==> config.mk <==
export PLATFORM = sky130hd
export DESIGN_NAME = mem_access_unit
export DESIGN_NICKNAME = d
export VERILOG_FILES = /design/src/rtl/mem_access_unit_pkg.sv /design/src/rtl/mem_access_unit_lane_aligner.sv /design/src/rtl/mem_access_unit.sv
export SDC_FILE = /design/constraint.sdc
export NUM_CORES = 1
export LEC_CHECK = 0
export CELL_PAD_IN_SITES_DETAIL_PLACEMENT = 1
export CELL_PAD_IN_SITES_GLOBAL_PLACEMENT = 1
export CORE_MARGIN = 3
export CORE_UTILIZATION = 36
export DETAILED_ROUTE_END_ITERATION = 16
export PLACE_DENSITY = 0.9
export SLEW_MARGIN = 20
export SYNTH_ARGS = -nofsm -noshare
export SYNTH_HDL_FRONTEND = slang
export SYNTH_SLANG_ARGS = --single-unit
==> constraint.sdc <==
create_clock -name clk_i -period 9.65 [get_ports clk_i]
set_input_delay 1.93 -clock clk_i [delete_from_list [all_inputs] [get_ports clk_i]]
set_output_delay 1.93 -clock clk_i [all_outputs]
set_load 0.1 [all_outputs]
==> src/rtl/mem_access_unit_pkg.sv <==
// Shared types and lane helpers for the data-memory access stage.
//   rvga_memsize   : access size encoding from the execute-side slicer
//   rvga_mau_state : access FSM states
//   lane_bit_shift : byte-lane offset to bit shift amount
//   is_misaligned  : natural-alignment check used when the misalign trap
//                    (RVGA_MISALIGN_TRAP_EN) is built in
package mem_access_unit_pkg;

  typedef enum logic [1:0] {
    MEMSIZE_BYTE = 2'b00,
    MEMSIZE_HALF = 2'b01,
    MEMSIZE_WORD = 2'b10,
    MEMSIZE_RSVD = 2'b11
  } rvga_memsize;

  typedef enum logic [1:0] {
    MAU_IDLE = 2'b00,
    MAU_REQ  = 2'b01,
    MAU_RESP = 2'b10
  } rvga_mau_state;

  localparam int LANES  = 4;
  localparam int LANE_W = 8;

  function automatic logic [4:0] lane_bit_shift(input logic [1:0] off);
    return {off, 3'b000};
  endfunction

  // The reserved size code behaves as a word access.
  function automatic logic is_misaligned(input rvga_memsize size, input logic [1:0] off);
    logic mis;
    case (size)
      MEMSIZE_BYTE: mis = 1'b0;
      MEMSIZE_HALF: mis = off[0];
      default:      mis = (off != 2'b00);
    endcase
    return mis;
  endfunction

endpackage

==> src/rtl/mem_access_unit_lane_aligner.sv <==
// Combinational byte-lane alignment between the lane-0 slicer view and the
// word-addressed data bus.
//   offset     : byte offset addr[1:0]
//   st_data    : store data, lane 0 aligned   -> st_data_al : shifted up
//   st_mask    : store mask, lane 0 aligned   -> st_mask_al : shifted up
//   ld_raw     : bus read word                -> ld_data_al : shifted down
// Lanes pushed beyond lane 3 are dropped; nothing wraps into the next word.
module mem_access_unit_lane_aligner
  import mem_access_unit_pkg::*;
(
  input  logic [1:0]  offset,
  input  logic [31:0] st_data,
  input  logic [3:0]  st_mask,
  input  logic [31:0] ld_raw,
  output logic [31:0] st_data_al,
  output logic [3:0]  st_mask_al,
  output logic [31:0] ld_data_al
);

  assign st_data_al = st_data << lane_bit_shift(offset);
  assign st_mask_al = st_mask << offset;
  assign ld_data_al = ld_raw >> lane_bit_shift(offset);

endmodule

==> src/rtl/mem_access_unit.sv <==
// Data-memory access stage: accepts one lane-0 aligned load/store, drives a
// req/ack bus transaction with optional timeout, and returns load data
// shifted back to lane 0 with a one-cycle response pulse.
// Ports:
//   clk_i, reset_i (async, active high)
//   valid_i/ready_o, we_i, size_i, addr_i, wdata_i, wmask_i  : request side
//   resp_valid_o, ld_data_o, bus_err_o, misalign_o           : response side
//   mem_req_o, mem_we_o, mem_addr_o, mem_wdata_o, mem_wmask_o,
//   mem_ack_i, mem_rdata_i                                   : data bus
// Build option: RVGA_MISALIGN_TRAP_EN turns misaligned requests into an
// immediate response with misalign_o=1 and no bus activity.
//
// state    | meaning
// IDLE     | ready for a request
// REQ      | bus request outstanding, timeout counter running
// RESP     | one-cycle response pulse
module mem_access_unit
  import mem_access_unit_pkg::*;
#(
  parameter int TIMEOUT_CYCLES = 16,
  parameter int CNT_W          = 5
) (
  input  logic        clk_i,
  input  logic        reset_i,
  input  logic        valid_i,
  output logic        ready_o,
  input  logic        we_i,
  input  logic [1:0]  size_i,
  input  logic [31:0] addr_i,
  input  logic [31:0] wdata_i,
  input  logic [3:0]  wmask_i,
  output logic        resp_valid_o,
  output logic [31:0] ld_data_o,
  output logic        bus_err_o,
  output logic        misalign_o,
  output logic        mem_req_o,
  output logic        mem_we_o,
  output logic [31:0] mem_addr_o,
  output logic [31:0] mem_wdata_o,
  output logic [3:0]  mem_wmask_o,
  input  logic        mem_ack_i,
  input  logic [31:0] mem_rdata_i
);

  localparam logic [CNT_W-1:0] CNT_LAST = CNT_W'(TIMEOUT_CYCLES - 1);
  localparam logic             TIMEOUT_EN = (TIMEOUT_CYCLES != 0);

  rvga_mau_state state_q, state_d;

  logic              we_q;
  logic [31:0]       addr_q;
  logic [31:0]       wdata_q;
  logic [3:0]        wmask_q;
  logic [CNT_W-1:0]  cnt_q;
  logic [31:0]       ld_data_q;
  logic              bus_err_q;
  logic              misalign_q;

  logic              req_misalign;
  logic              timeout_hit;
  logic              in_req;
  logic [31:0]       st_data_al;
  logic [3:0]        st_mask_al;
  logic [31:0]       ld_data_al;

`ifdef RVGA_MISALIGN_TRAP_EN
  assign req_misalign = is_misaligned(rvga_memsize'(size_i), addr_i[1:0]);
`else
  // Size only matters to the misalign trap; without it, it is ignored.
  logic size_unused;
  assign size_unused  = ^size_i;
  assign req_misalign = 1'b0;
`endif

  assign timeout_hit = TIMEOUT_EN && (cnt_q == CNT_LAST);

  mem_access_unit_lane_aligner u_lane_aligner (
    .offset     (addr_q[1:0]),
    .st_data    (wdata_q),
    .st_mask    (wmask_q),
    .ld_raw     (mem_rdata_i),
    .st_data_al (st_data_al),
    .st_mask_al (st_mask_al),
    .ld_data_al (ld_data_al)
  );

  always_ff @(posedge clk_i or posedge reset_i) begin
    if (reset_i) state_q <= MAU_IDLE;
    else         state_q <= state_d;
  end

  always_comb begin
    state_d      = state_q;
    ready_o      = 1'b0;
    in_req       = 1'b0;
    resp_valid_o = 1'b0;
    case (state_q)
      MAU_IDLE: begin
        ready_o = 1'b1;
        if (valid_i) state_d = req_misalign ? MAU_RESP : MAU_REQ;
      end
      MAU_REQ: begin
        in_req = 1'b1;
        if (mem_ack_i || timeout_hit) state_d = MAU_RESP;
      end
      MAU_RESP: begin
        resp_valid_o = 1'b1;
        state_d      = MAU_IDLE;
      end
      default: state_d = MAU_IDLE;
    endcase
  end

  // Request capture, timeout counter and response registers. Result
  // registers are only non-zero while in RESP, so they feed the outputs
  // directly.
  always_ff @(posedge clk_i or posedge reset_i) begin
    if (reset_i) begin
      we_q       <= 1'b0;
      addr_q     <= '0;
      wdata_q    <= '0;
      wmask_q    <= '0;
      cnt_q      <= '0;
      ld_data_q  <= '0;
      bus_err_q  <= 1'b0;
      misalign_q <= 1'b0;
    end else begin
      case (state_q)
        MAU_IDLE: begin
          if (valid_i) begin
            we_q       <= we_i;
            addr_q     <= addr_i;
            wdata_q    <= wdata_i;
            wmask_q    <= wmask_i;
            cnt_q      <= '0;
            ld_data_q  <= '0;
            bus_err_q  <= 1'b0;
            misalign_q <= req_misalign;
          end
        end
        MAU_REQ: begin
          // An ack on the terminal cycle takes priority over the timeout.
          if (mem_ack_i) begin
            ld_data_q <= we_q ? 32'h0 : ld_data_al;
            bus_err_q <= 1'b0;
          end else if (timeout_hit) begin
            ld_data_q <= '0;
            bus_err_q <= 1'b1;
          end else begin
            cnt_q <= cnt_q + CNT_W'(1);
          end
        end
        MAU_RESP: begin
          ld_data_q  <= '0;
          bus_err_q  <= 1'b0;
          misalign_q <= 1'b0;
          cnt_q      <= '0;
        end
        default: ;
      endcase
    end
  end

  assign ld_data_o  = ld_data_q;
  assign bus_err_o  = bus_err_q;
  assign misalign_o = misalign_q;

  // Bus outputs are gated by REQ so they fall with the async reset.
  assign mem_req_o   = in_req;
  assign mem_we_o    = in_req & we_q;
  assign mem_addr_o  = in_req ? {addr_q[31:2], 2'b00} : 32'h0;
  assign mem_wdata_o = in_req ? st_data_al : 32'h0;
  assign mem_wmask_o = in_req ? st_mask_al : 4'h0;

endmodule

run_1/placement_by_type.png
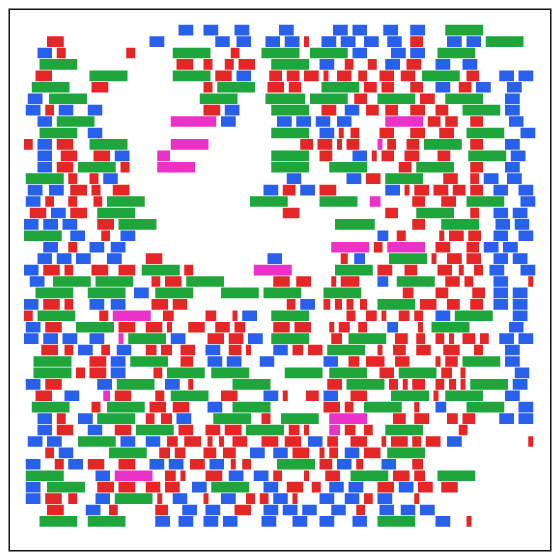
red -> combinational and other logic  # cells 309, share of their area 33%
blue -> other buffers and delay cells  # cells 212, share of their area 28%
magenta -> clock drivers and dummy loads  # cells 16, share of their area 3.8%
green -> flops  # cells 109, share of their area 36%
final core utilization: 53.9%
Design Area, Final: 0.00787 mm²
sequential cell area share: 34.7%
FP Rows: 44

run_1/sizes.png
Scale bar: 50 µm.
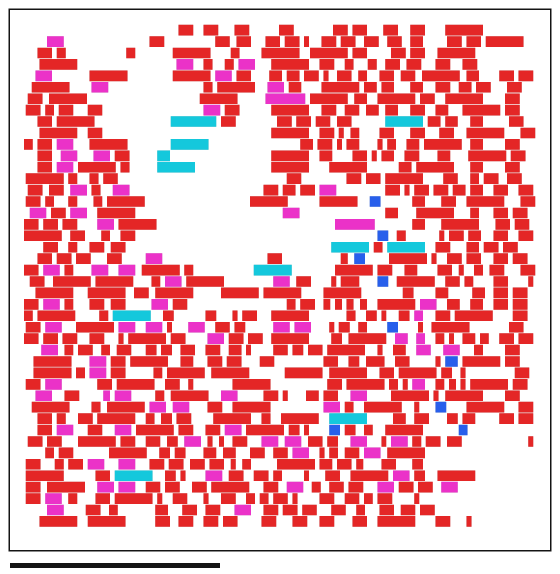
magenta -> _2 cells  # cells 77, share 12%
red -> _0 and _1 cells  # cells 549, share 85%
cyan -> _6 and larger  # cells 11, share 1.7%
blue -> _3 and _4 cells  # cells 9, share 1.4%

run_1/flops_by_reg.png
Scale bar: 50 µm.
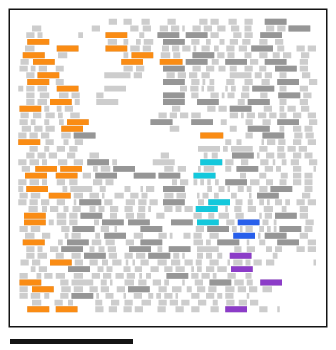
blue -> `state_q`  # flops 2
purple -> `wmask_q`  # flops 4, where bottom right
cyan -> `cnt_q`  # flops 5
orange -> `addr_q`  # flops 32
not coloured = 66

run_1/clocks.png
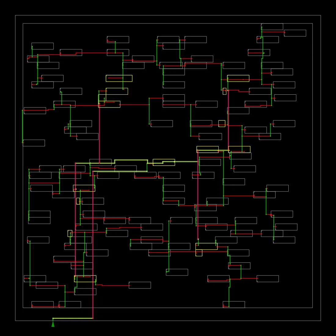
clock buffers: 11
clk_skew: 12.0 ps
clk_lat worst skew: 350 ps

==> impl_metrics.csv, run 1 <==
group,metric,value,unit
run_status,outcome,"complete, no violations",
critical_path,crit_path_end,"mem_wdata_o[22]",
sta,worst_slew_pin_slew,1060,ps
power_and_ir_drop,power.leakage,3.24,nW
floorplan,nWellTaps,184,
floorplan,fp_util,37.1,%
route,top_layer,"met4",
route,wl,17300,µm
cells_and_area,sh_comb_area,31.6,%
logic_synthesis,synth.area.top_cells,"dfrtp_1 (50%), mux2_2 (14%), mux2i_1 (6.3%)",
floorplan,chipArea,0.0165,mm²
global_route,use_met3,5.11,%
cells_and_area,stdcell_count,830,
sta,fin_tns_setup,0,ps
route,vias,4444,
logic_synthesis,yosys.area_share.adder,0.463,%
cells_and_area,layout_top_cells,"clkdlybuf4s50_1 (207), dfrtp_1 (107), mux2_2 (69)",
power_and_ir_drop,irDropWorstVdd,0.251,mV
route,drt_iter0_drc,147,
global_route,grt_use_total,20.9,%
global_route,grt_max_degree,73,
cells_and_area,nMultiInputCombCells,304,
logic_synthesis,xor_share,0,%
logic_synthesis,ff_type,"dfrtp_1",
route,drcViolationCount,0,
critical_path,start_kind,"flop",
cells_and_area,flop_area,0.00273,mm²
logic_synthesis,edf_count,0,
sta,layout_setup_ws,3950,ps
logic_synthesis,synth_seq_share,50.4,%
critical_path,setup.worst_path.start,"addr_q[1]",
critical_path,r2r_cells,4,
global_route,grt_pass1_wl,27100,µm
route,ant_nets,0,
placed_design,hpwl,12500,µm
power_and_ir_drop,swShare,53.5,%
hold_path,min_from,"ld_data_o[23]",
clocking,cts.root.buffer_cell,"clkbuf_16",
cells_and_area,seq_cells,109,
cells_and_area,inverters,5,
sta,max_freq,175,MHz
power_and_ir_drop,seq_power_share,25.7,%
logic_synthesis,synthArstFlopShare,100,%
critical_path,crit_path_cell_trace,"buf_4 > nor2b_1 > buf_4 > a2bb2oi_1 > nor2_1 > clkdlybuf4s50_1",
logic_synthesis,top_cell,"dfrtp_1",
clocking,post-cts-setup-buffer-count,0,
critical_path,r2r-start,"addr_q[1]",
global_route,grt_pass1_vias,4997,
clocking,cts_tree,"yes",
floorplan,io_pins,213,
logic_synthesis,ys_sh_aoi,13.3,%
critical_path,cpMostUsedCell,"buf_4",
floorplan,die_x,129,µm
critical_path,cp-end-kind,"output pin",
power_and_ir_drop,power_clock,0.000377,W
hold_path,hold_end,"ld_data_o[23]",
cells_and_area,areaGrowthSynthToFinish,45.5,%
floorplan,dieHeight,129,µm
placed_design,finalWeightedCongestion,0.834,
logic_synthesis,yosys_area,0.00541,mm²
power_and_ir_drop,power-top-group,"combinational cells",
sta,timing.final.crit_share,59.1,%
cells_and_area,buffers_excl_clock,212,
power_and_ir_drop,p_int,0.00133,W
cells_and_area,area_share_nonclk_buffers,26.8,%
sta,rsz0062_at_grt,"false",
critical_path,rr_endpoint,"ld_data_o[24]",
sta,final_max_slew_viol_count,0,
logic_synthesis,synth.mux.area_fraction,20.7,%
route,dr.pass1.iters,4,
power_and_ir_drop,pwr-share-comb,61.1,%
critical_path,path_depth,6,
global_route,grt_util_met1,24.1,%
cells_and_area,drive_gt1_share,15.0,%
power_and_ir_drop,power.density,363,mW/mm²
power_and_ir_drop,p_clk_share,13.2,%
critical_path,path_buffers,3,
cells_and_area,final_common_cell,"clkdlybuf4s50_1",
logic_synthesis,synth_cell_types,34,
route,wl_met2,8930,µm
critical_path,critPathMaxStageDelay,1160,ps
critical_path,critPathRequiredTime,7720,ps
logic_synthesis,syn_area,0.00541,mm²
run,log.warning_count,28,
cells_and_area,nFillCells,1499,
logic_synthesis,yosys_warnings,0,
logic_synthesis,largest_area_cell,"dfrtp_1",
logic_synthesis,ys_cells,456,
sta,finalHoldViolCount,0,
power_and_ir_drop,powerComb,0.00175,W
logic_synthesis,yosys-top-cells-count,"dfrtp_1 (109), mux2_2 (69), and2_1 (42)",
clocking,postCtsHoldBufs,0,
power_and_ir_drop,p_seq,0.000735,W
global_route,busiest_layer,"met2",
clocking,ctsResizeCount,0,
floorplan,core-area,0.0146,mm²
global_route,antenna_found_initial,0,
critical_path,crit_arrival,3770,ps
placed_design,port_buffers,207,
clocking,clk_pin_slew,70,ps
cells_and_area,combGateArea,0.00249,mm²
clocking,htreeDepth,3,
sta,hold_slack,495,ps
power_and_ir_drop,total_power,0.00286,W
## Run 2: what changed since run 1
--- a/config.mk
+++ b/config.mk
@@ -8,9 +8,9 @@
 export CELL_PAD_IN_SITES_DETAIL_PLACEMENT = 1
 export CELL_PAD_IN_SITES_GLOBAL_PLACEMENT = 1
 export CORE_MARGIN = 3
-export CORE_UTILIZATION = 36
+export CORE_UTILIZATION = 30
 export DETAILED_ROUTE_END_ITERATION = 16
-export PLACE_DENSITY = 0.9
+export PLACE_DENSITY = 0.8
 export SLEW_MARGIN = 20
 export SYNTH_ARGS = -nofsm -noshare
 export SYNTH_HDL_FRONTEND = slang
==> constraint.sdc (replaced) <==
create_clock -name clk_i -period 4.6 [get_ports clk_i]
set_input_delay 0.92 -clock clk_i [delete_from_list [all_inputs] [get_ports clk_i]]
set_output_delay 0.92 -clock clk_i [all_outputs]
set_load 0.1 [all_outputs]
run_2/flops_by_reg.png
Scale bar: 50 µm.
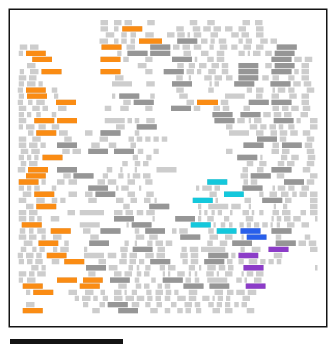
purple -> `wmask_q`  # flops 4, where bottom right
orange -> `addr_q`  # flops 32, where a vertical strip on the left
blue -> `state_q`  # flops 2
cyan -> `cnt_q`  # flops 5
not coloured = 66
final core utilization: 44.5%
sequential cell area share: 35.1%
Reg area: 0.00273 mm²

==> run 2 against run 1 <==
Via count fell by 1.4%. First-iteration DRC count decreased by 16%. Register-to-register slack worse by 5000 ps. Clock-buffer cell count shrank 2. Sequential share of layout area grew 0.43 points. Die area up 19%. Wire length is 1.8% lower. Worst hold slack got worse by 1.0 ps. Critical endpoint is now mem_wdata_o[21].
==> impl_metrics.csv, run 2 <==
group,metric,value,unit
floorplan,core-area,0.0175,mm²
route,wl_met2,8660,µm
clocking,postCtsHoldBufs,0,
logic_synthesis,synth.mux.area_fraction,20.7,%
logic_synthesis,largest_area_cell,"dfrtp_1",
power_and_ir_drop,power_clock,0.000850,W
cells_and_area,finish.instance_area,0.00778,mm²
power_and_ir_drop,swShare,53.6,%
logic_synthesis,ys_cells,456,
critical_path,r2r-start,"cnt_q[0]",
route,wl,17000,µm
logic_synthesis,synth_cell_types,34,
route,top_layer,"met4",
sta,max_freq,270,MHz
floorplan,io_pins,213,
sta,final.setup_skew,9.24,ps
power_and_ir_drop,p_int,0.00277,W
critical_path,path_buffers,1,
logic_synthesis,yosys-top-cells-count,"dfrtp_1 (109), mux2_2 (69), and2_1 (42)",
route,dr.pass1.iters,4,
power_and_ir_drop,seq_power_share,27.1,%
run_status,outcome,"complete, no violations",
cells_and_area,seq_cells,109,
logic_synthesis,yosys_area,0.00541,mm²
clocking,clk_pin_slew,70,ps
route,vias,4384,
power_and_ir_drop,powerComb,0.00351,W
global_route,use_met3,4.85,%
floorplan,num_rows,48,
sta,fin_tns_setup,0,ps
clocking,clk_latency,350,ps
global_route,grt_util_met1,20.3,%
route,drcViolationCount,0,
critical_path,crit_arrival,2780,ps
critical_path,cp-end-kind,"output pin",
power_and_ir_drop,irDropWorstVdd,0.531,mV
logic_synthesis,ff_type,"dfrtp_1",
power_and_ir_drop,pwr-share-comb,58.7,%
clocking,cts.root.buffer_cell,"clkbuf_16",
clocking,htreeDepth,3,
critical_path,path_depth,4,
global_route,antenna_found_initial,0,
logic_synthesis,synthArstFlopShare,100,%
sta,worst_slew_pin_slew,1020,ps
logic_synthesis,synth_seq_share,50.4,%
placed_design,port_buffers,207,
cells_and_area,final_common_cell,"clkdlybuf4s50_1",
sta,hold_slack,494,ps
global_route,grt_use_total,17.0,%
critical_path,critPathRequiredTime,3680,ps
critical_path,start_kind,"flop",
power_and_ir_drop,total_power,0.00598,W
hold_path,hold_end,"ld_data_o[17]",
sta,finalHoldViolCount,0,
global_route,grt_max_degree,83,
logic_synthesis,yosys.area_share.adder,0.463,%
clocking,ctsResizeCount,0,
clocking,post-cts-setup-buffer-count,0,
critical_path,crit_path_end,"mem_wdata_o[21]",
critical_path,crit_path_cell_trace,"nor2b_2 > a2bb2oi_1 > nor2_1 > buf_4",
global_route,grt_pass1_wl,26800,µm
cells_and_area,drive_gt1_share,25.9,%
power_and_ir_drop,power.leakage,3.38,nW
logic_synthesis,xor_share,0,%
floorplan,nWellTaps,225,
sta,rsz0062_at_grt,"false",
floorplan,die_x,140,µm
cells_and_area,layout_top_cells,"clkdlybuf4s50_1 (139), dfrtp_1 (107), buf_4 (72)",
cells_and_area,area_share_nonclk_buffers,24.8,%
power_and_ir_drop,power-top-group,"combinational cells",
critical_path,r2r_cells,6,
global_route,grt_pass1_vias,4887,
cells_and_area,combGateArea,0.00249,mm²
logic_synthesis,synth.area.top_cells,"dfrtp_1 (50%), mux2_2 (14%), mux2i_1 (6.3%)",
sta,layout_setup_ws,898,ps
route,ant_nets,0,
floorplan,fp_util,30.9,%
sta,timing.final.crit_share,80.5,%
run_2/sizes.png
Scale bar: 50 µm.
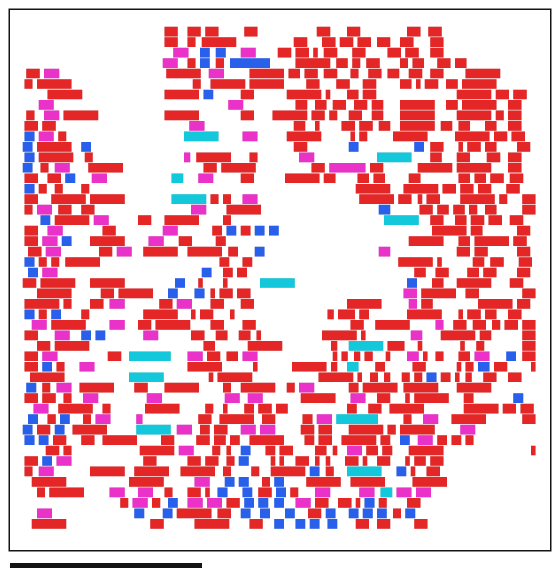
Area growth syn-to-layout: 43.9%
Buffers excl. clock: 211

Power figures rest on the tool's default switching activity, not on a simulated workload.
